<file path="src/rtl/io_channel_unit.sv">
// io_channel_unit
//   Channel I/O block that sits after the core writeback stage. It holds the
//   15-bit channel registers. Every core write to a channel other than 0 is
//   also queued in an outbound FIFO that drains through a valid/ready port.
//   Peripherals update channels through a separate inbound valid/ready port.
//
// Ports
//   clock, rst_l              clock and asynchronous active-low reset
//   IO_write_en/sel/data      core write from the writeback stage
//   IO_read_sel/IO_read_data  combinational channel read for decode
//   io_full                   outbound FIFO full (to the stall unit)
//   io_overflow               sticky: a core write found the FIFO full
//   out_valid/ready/chan/data outbound FIFO head, driven from registers only
//   in_valid/ready/chan/data  inbound peripheral write port
//
// Build option
//   IO_TIMER_EN  When defined, channel 7 is a free-running timer. It is
//                incremented once every TIMER_DIV cycles and can be loaded
//                by core writes. Peripherals cannot write it.
module io_channel_unit #(
  parameter int NUM_CH     = 8,
  parameter int FIFO_DEPTH = 4,
  parameter int TIMER_DIV  = 16
) (
  input  logic        clock,
  input  logic        rst_l,
  input  logic        IO_write_en,
  input  logic [2:0]  IO_write_sel,
  input  logic [14:0] IO_write_data,
  input  logic [2:0]  IO_read_sel,
  output logic [14:0] IO_read_data,
  output logic        io_full,
  output logic        io_overflow,
  output logic        out_valid,
  input  logic        out_ready,
  output logic [2:0]  out_chan,
  output logic [14:0] out_data,
  input  logic        in_valid,
  output logic        in_ready,
  input  logic [2:0]  in_chan,
  input  logic [14:0] in_data
);
  localparam int SW = 3;
  localparam int DW = 15;
  localparam int AW = $clog2(FIFO_DEPTH);

  typedef struct packed {
    logic [SW-1:0] chan;
    logic [DW-1:0] data;
  } entry_t;

  // Elaboration-time guard on the parameters.
  if (FIFO_DEPTH < 2 || (FIFO_DEPTH & (FIFO_DEPTH - 1)) != 0 || TIMER_DIV < 1 ||
      NUM_CH != 8) begin : g_bad_param
    $error("io_channel_unit: bad parameters");
  end

  logic [NUM_CH-1:0][DW-1:0]     chan_q;
  entry_t [FIFO_DEPTH-1:0]       fifo_q;
  logic [AW-1:0]                 head_q, tail_q;
  logic [AW:0]                   count_q;
  logic                          ovf_q;

  logic core_wr, in_acc, push, pop, timer_blk;

  assign core_wr = IO_write_en && (IO_write_sel != '0);

`ifdef IO_TIMER_EN
  localparam logic [SW-1:0] TIMER_CH = 3'd7;
  localparam int PW = (TIMER_DIV > 1) ? $clog2(TIMER_DIV) : 1;
  logic [PW-1:0] presc_q;
  logic          presc_wrap, timer_load;
  assign timer_blk  = (in_chan == TIMER_CH);
  assign presc_wrap = (presc_q == PW'(TIMER_DIV - 1));
  assign timer_load = core_wr && (IO_write_sel == TIMER_CH);

  // A load restarts the prescaler so the first increment is a full period later.
  always_ff @(posedge clock or negedge rst_l) begin
    if (!rst_l)          presc_q <= '0;
    else if (timer_load) presc_q <= '0;
    else if (presc_wrap) presc_q <= '0;
    else                 presc_q <= presc_q + PW'(1);
  end
`else
  assign timer_blk = 1'b0;
`endif

  // The core has priority on a same-channel collision, so the peripheral
  // retries. Channel 0 requests are accepted and dropped.
  assign in_ready = !(IO_write_en && (IO_write_sel == in_chan) && (in_chan != '0)) && !timer_blk;
  assign in_acc   = in_valid && in_ready && (in_chan != '0);

  // Channel registers. The core write is placed last so that it overrides
  // the timer increment in the same cycle.
  always_ff @(posedge clock or negedge rst_l) begin
    if (!rst_l) begin
      chan_q <= '0;
    end else begin
`ifdef IO_TIMER_EN
      if (presc_wrap) chan_q[TIMER_CH] <= chan_q[TIMER_CH] + DW'(1);
`endif
      if (in_acc)  chan_q[in_chan]      <= in_data;
      if (core_wr) chan_q[IO_write_sel] <= IO_write_data;
    end
  end

  // Read bypass: the same-cycle core write wins, then the accepted peripheral write.
  always_comb begin
    IO_read_data = chan_q[IO_read_sel];
    if (IO_read_sel == '0)
      IO_read_data = '0;
    else if (core_wr && (IO_write_sel == IO_read_sel))
      IO_read_data = IO_write_data;
    else if (in_acc && (in_chan == IO_read_sel))
      IO_read_data = in_data;
  end

  // Outbound FIFO. Fullness is judged on the registered count. A pop in
  // the same cycle never makes room for a push.
  assign io_full     = (count_q == (AW+1)'(FIFO_DEPTH));
  assign out_valid   = (count_q != '0);
  assign push        = core_wr && !io_full;
  assign pop         = out_valid && out_ready;
  assign out_chan    = fifo_q[head_q].chan;
  assign out_data    = fifo_q[head_q].data;
  assign io_overflow = ovf_q;

  always_ff @(posedge clock or negedge rst_l) begin
    if (!rst_l) begin
      fifo_q  <= '0;
      head_q  <= '0;
      tail_q  <= '0;
      count_q <= '0;
      ovf_q   <= 1'b0;
    end else begin
      if (push) begin
        fifo_q[tail_q] <= '{chan: IO_write_sel, data: IO_write_data};
        tail_q         <= tail_q + AW'(1);
      end
      if (pop) head_q <= head_q + AW'(1);
      case ({push, pop})
        2'b10:   count_q <= count_q + (AW+1)'(1);
        2'b01:   count_q <= count_q - (AW+1)'(1);
        default: count_q <= count_q;
      endcase
      if (core_wr && io_full) ovf_q <= 1'b1;
    end
  end

endmodule

</file>
<file path="config.mk">
export PLATFORM = sky130hd
export DESIGN_NAME = io_channel_unit
export DESIGN_NICKNAME = d
export VERILOG_FILES = /design/src/rtl/io_channel_unit.sv
export SDC_FILE = /design/constraint.sdc
export NUM_CORES = 1
export LEC_CHECK = 0
export ABC_AREA = 1
export CAP_MARGIN = 5
export CORE_UTILIZATION = 55
export DETAILED_ROUTE_END_ITERATION = 6
export GPL_ROUTABILITY_DRIVEN = 0
export PLACE_DENSITY = 0.75
export RECOVER_POWER = 50
export SYNTH_ARGS = -nofsm -noshare
export SYNTH_HDL_FRONTEND = slang
export SYNTH_SLANG_ARGS = --single-unit
</file>
<file path="constraint.sdc">
create_clock -name clock -period 3.9 [get_ports clock]
set_clock_uncertainty 0.15 [all_clocks]
set_input_delay 1.17 -clock clock [delete_from_list [all_inputs] [get_ports clock]]
set_output_delay 1.17 -clock clock [all_outputs]
set_load 0.01 [all_outputs]
</file>
### Clock routing

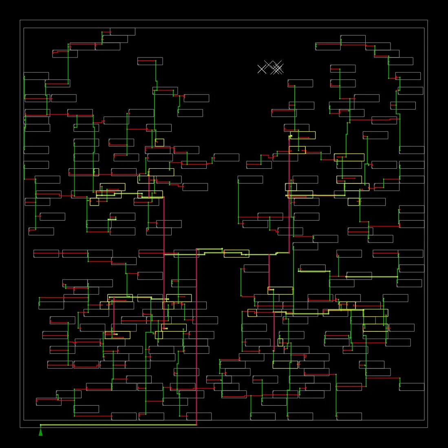
clk sink count: 200
Clock Latency Late Sink: 0.44 ns
cts bufs inserted: 17
Clock buffer cells: 17
Seq cells: 200

### Nets reached from selected ports

Drawn at 2 px/µm.
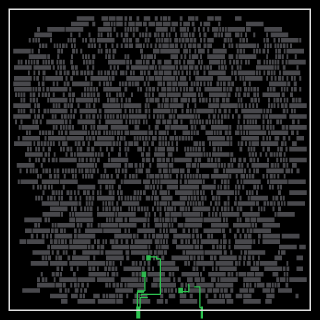
| port | color | bits | direction | edge | end cells | buffers | wire |
|---|---|---|---|---|---|---|---|
| `out_chan` | green | 3 | output | bottom | 3 | 3 | 91.6 µm |

==> run notes <==
flow finished, numbers: cell-internal power between 0.004 and 0.005 W, final setup TNS 0 ns, WL met3 roughly 3.6 mm, area share, top type a little over two fifths, Yosys chip area around 12,000 µm², Yosys top cell by area dfrtp_1, met3 global-route usage between 5 and 6%, number of enable flip-flop cells 0, CP peak stage delay 0.47 ns, Tool Warnings 29, DR top layer met4, pre-CTS setup slack -0.789 ns, Slew Limit Headroom -11.9%, Synth mux share 0%, Top Consumer sequential cells, Area Overhead vs Synth 18.1%, Syn. warnings 0, Pwr Total 0.00796 W, endpoints failing hold 0, Worst-path clk slew roughly 0.07 ns, Die ar. roughly 22,000 µm², failing checks DRC, capacitance limit, slew limit, routed vias about 12,000, critical path class primary input to primary output, Crit path max-delay family buffers and inverters, worst slew pin tran 1.68 ns, Post-Synthesis Cells 1,825, DRT iter0 DRCs 1,586, Cell Area, Synth 12,000 µm², # DRC 7, MI comb area around 5900 µm², CP endpoint kind primary output, cts hold-fix bufs 0, Crit Path Max Fanout 4, WP buf/inv 6, CP max-delay cell clkdlybuf4s50_1, vias in the first global route 11,600, largest net degree at the start of global routing about 70, Final Critical Period roughly 3.9 ns, Synth Area in Adders less than 1%, Routed WL per cell approximately 18 µm, CTS root buffer clkbuf_16, H-Tree Level Count 4, P_leak 7.61 nW, peak supply drop roughly 0.36 mV, sequential fraction of the synthesis area 41.7%, Yosys top cell by instances nand2_1, Yosys reg bits roughly 200, met1 wire length roughly 16 mm, Worst setup SP type primary input, DP HPWL around 26 mm, TritonCTS clock tree built, number of vias per cell around 5.7, sequential share of power roughly 39%, IO buf count ~80, outcome finished, violations left, die height between 100 and 150 µm, Max Slew Vio Count roughly 67, Die Wd ~150 µm, FP Rows roughly 53, # fillers around 1,900, Async SR Flop Fraction 100%, comb pwr between 0.003 and 0.004 W, Flop+latch power ~0.0031 W, CTS resizes 124, Max-cap violations 1, GR peak layer met2, Logic pwr share roughly two fifths, clock buffer depth 2, first-pass GRT wire length between 60 and 70 mm
### Met2 routing

Drawn at 3 px/µm.
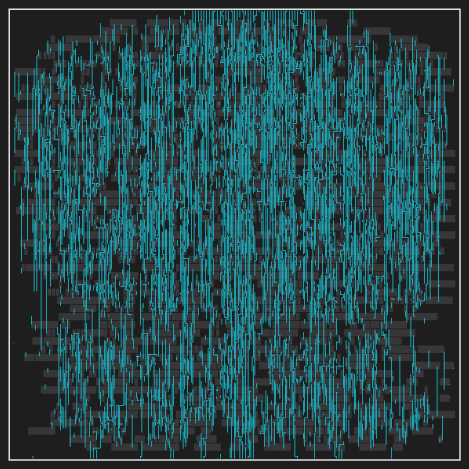
wire length on this layer: 18,100 µm
main direction: vertical
longest straight run: 62.6 µm
share of all routed wire: 46%
Routed Wire Length: 39.3 mm
met2 usage: 58.1%

### Routed clock nets over the placement

Drawn at 3 px/µm.
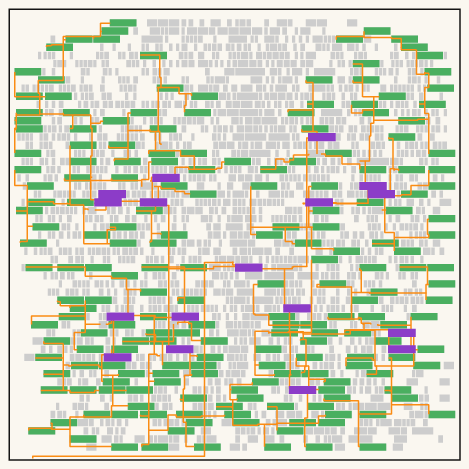
[clock drivers] purple | count: 17
[clock wires] orange | length: 2,490 µm
[flip-flops] green | count: 200
flops lie: spread over the die
power share of the clock group: 22.7%
Power Clock: 0.00181 W

[flip-flops by register name, summed over array words and instances, names as in the netlist]
register     cells
chan_q         120
count_q          3
fifo_q          72
head_q           2
io_overflow      1
tail_q           2
[cells in the final DEF, fill, tap and decap left out, drive strengths merged, types with 2 or more instances in the layout]
master and n:
clkinv 6, o21ai 194, xor2 5, nand3 212, ha 5, nor2 89
o22ai 18, clkbuf 25, buf 122, clkinvlp 2, nand4 18, dfrtp 200
nand2 751, nor3 4, clkdlybuf4s50 53, xnor2 5, inv 192, a21oi 8
[layout make-up]
type                    count  share of cell area, %
flip-flops and latches    200                   35.3
diodes                      1                 0.0176
clock buffers              17                   3.00
repair buffers            185                   11.8
multi-input cells        1314                   41.4
well taps                 275                   2.43
clock inverters            15                   1.16
inverters                 186                   4.93
[final timing paths]
check	from	endpoint	slack [ns]	cells after the start
setup reg to reg	count_q[0]$_DFFE_PN0P_	count_q[2]$_DFFE_PN0P_	1.60	9
max in group asynchronous	rst_l	chan_q[119]$_DFF_PN0_	0.62	2
setup / recovery	in_valid	IO_read_data[13]	0.04	10
min in group asynchronous	rst_l	count_q[1]$_DFFE_PN0P_	0.98	1
hold / removal	chan_q[10]$_DFF_PN0_	chan_q[10]$_DFF_PN0_	0.23	0
hold reg to reg	chan_q[10]$_DFF_PN0_	chan_q[10]$_DFF_PN0_	0.23	0
[metrics by stage]
| stage | instances | util [%] | area, µm² | hold WS (ns) |
|---|---|---|---|---|
| after floorplan | 1825 | - | 12000 | 0.279 |
| after global placement | 2140 | 63.0 | 13400 | 0.215 |
| after detailed placement | 2140 | 63.0 | 13400 | 0.218 |
| after CTS | 2189 | 66.9 | 14200 | 0.234 |
| after global routing | 2193 | 66.8 | 14200 | 0.244 |
| final | 2193 | 66.8 | 14200 | 0.233 |
Power is estimated from default activity; no workload was simulated.
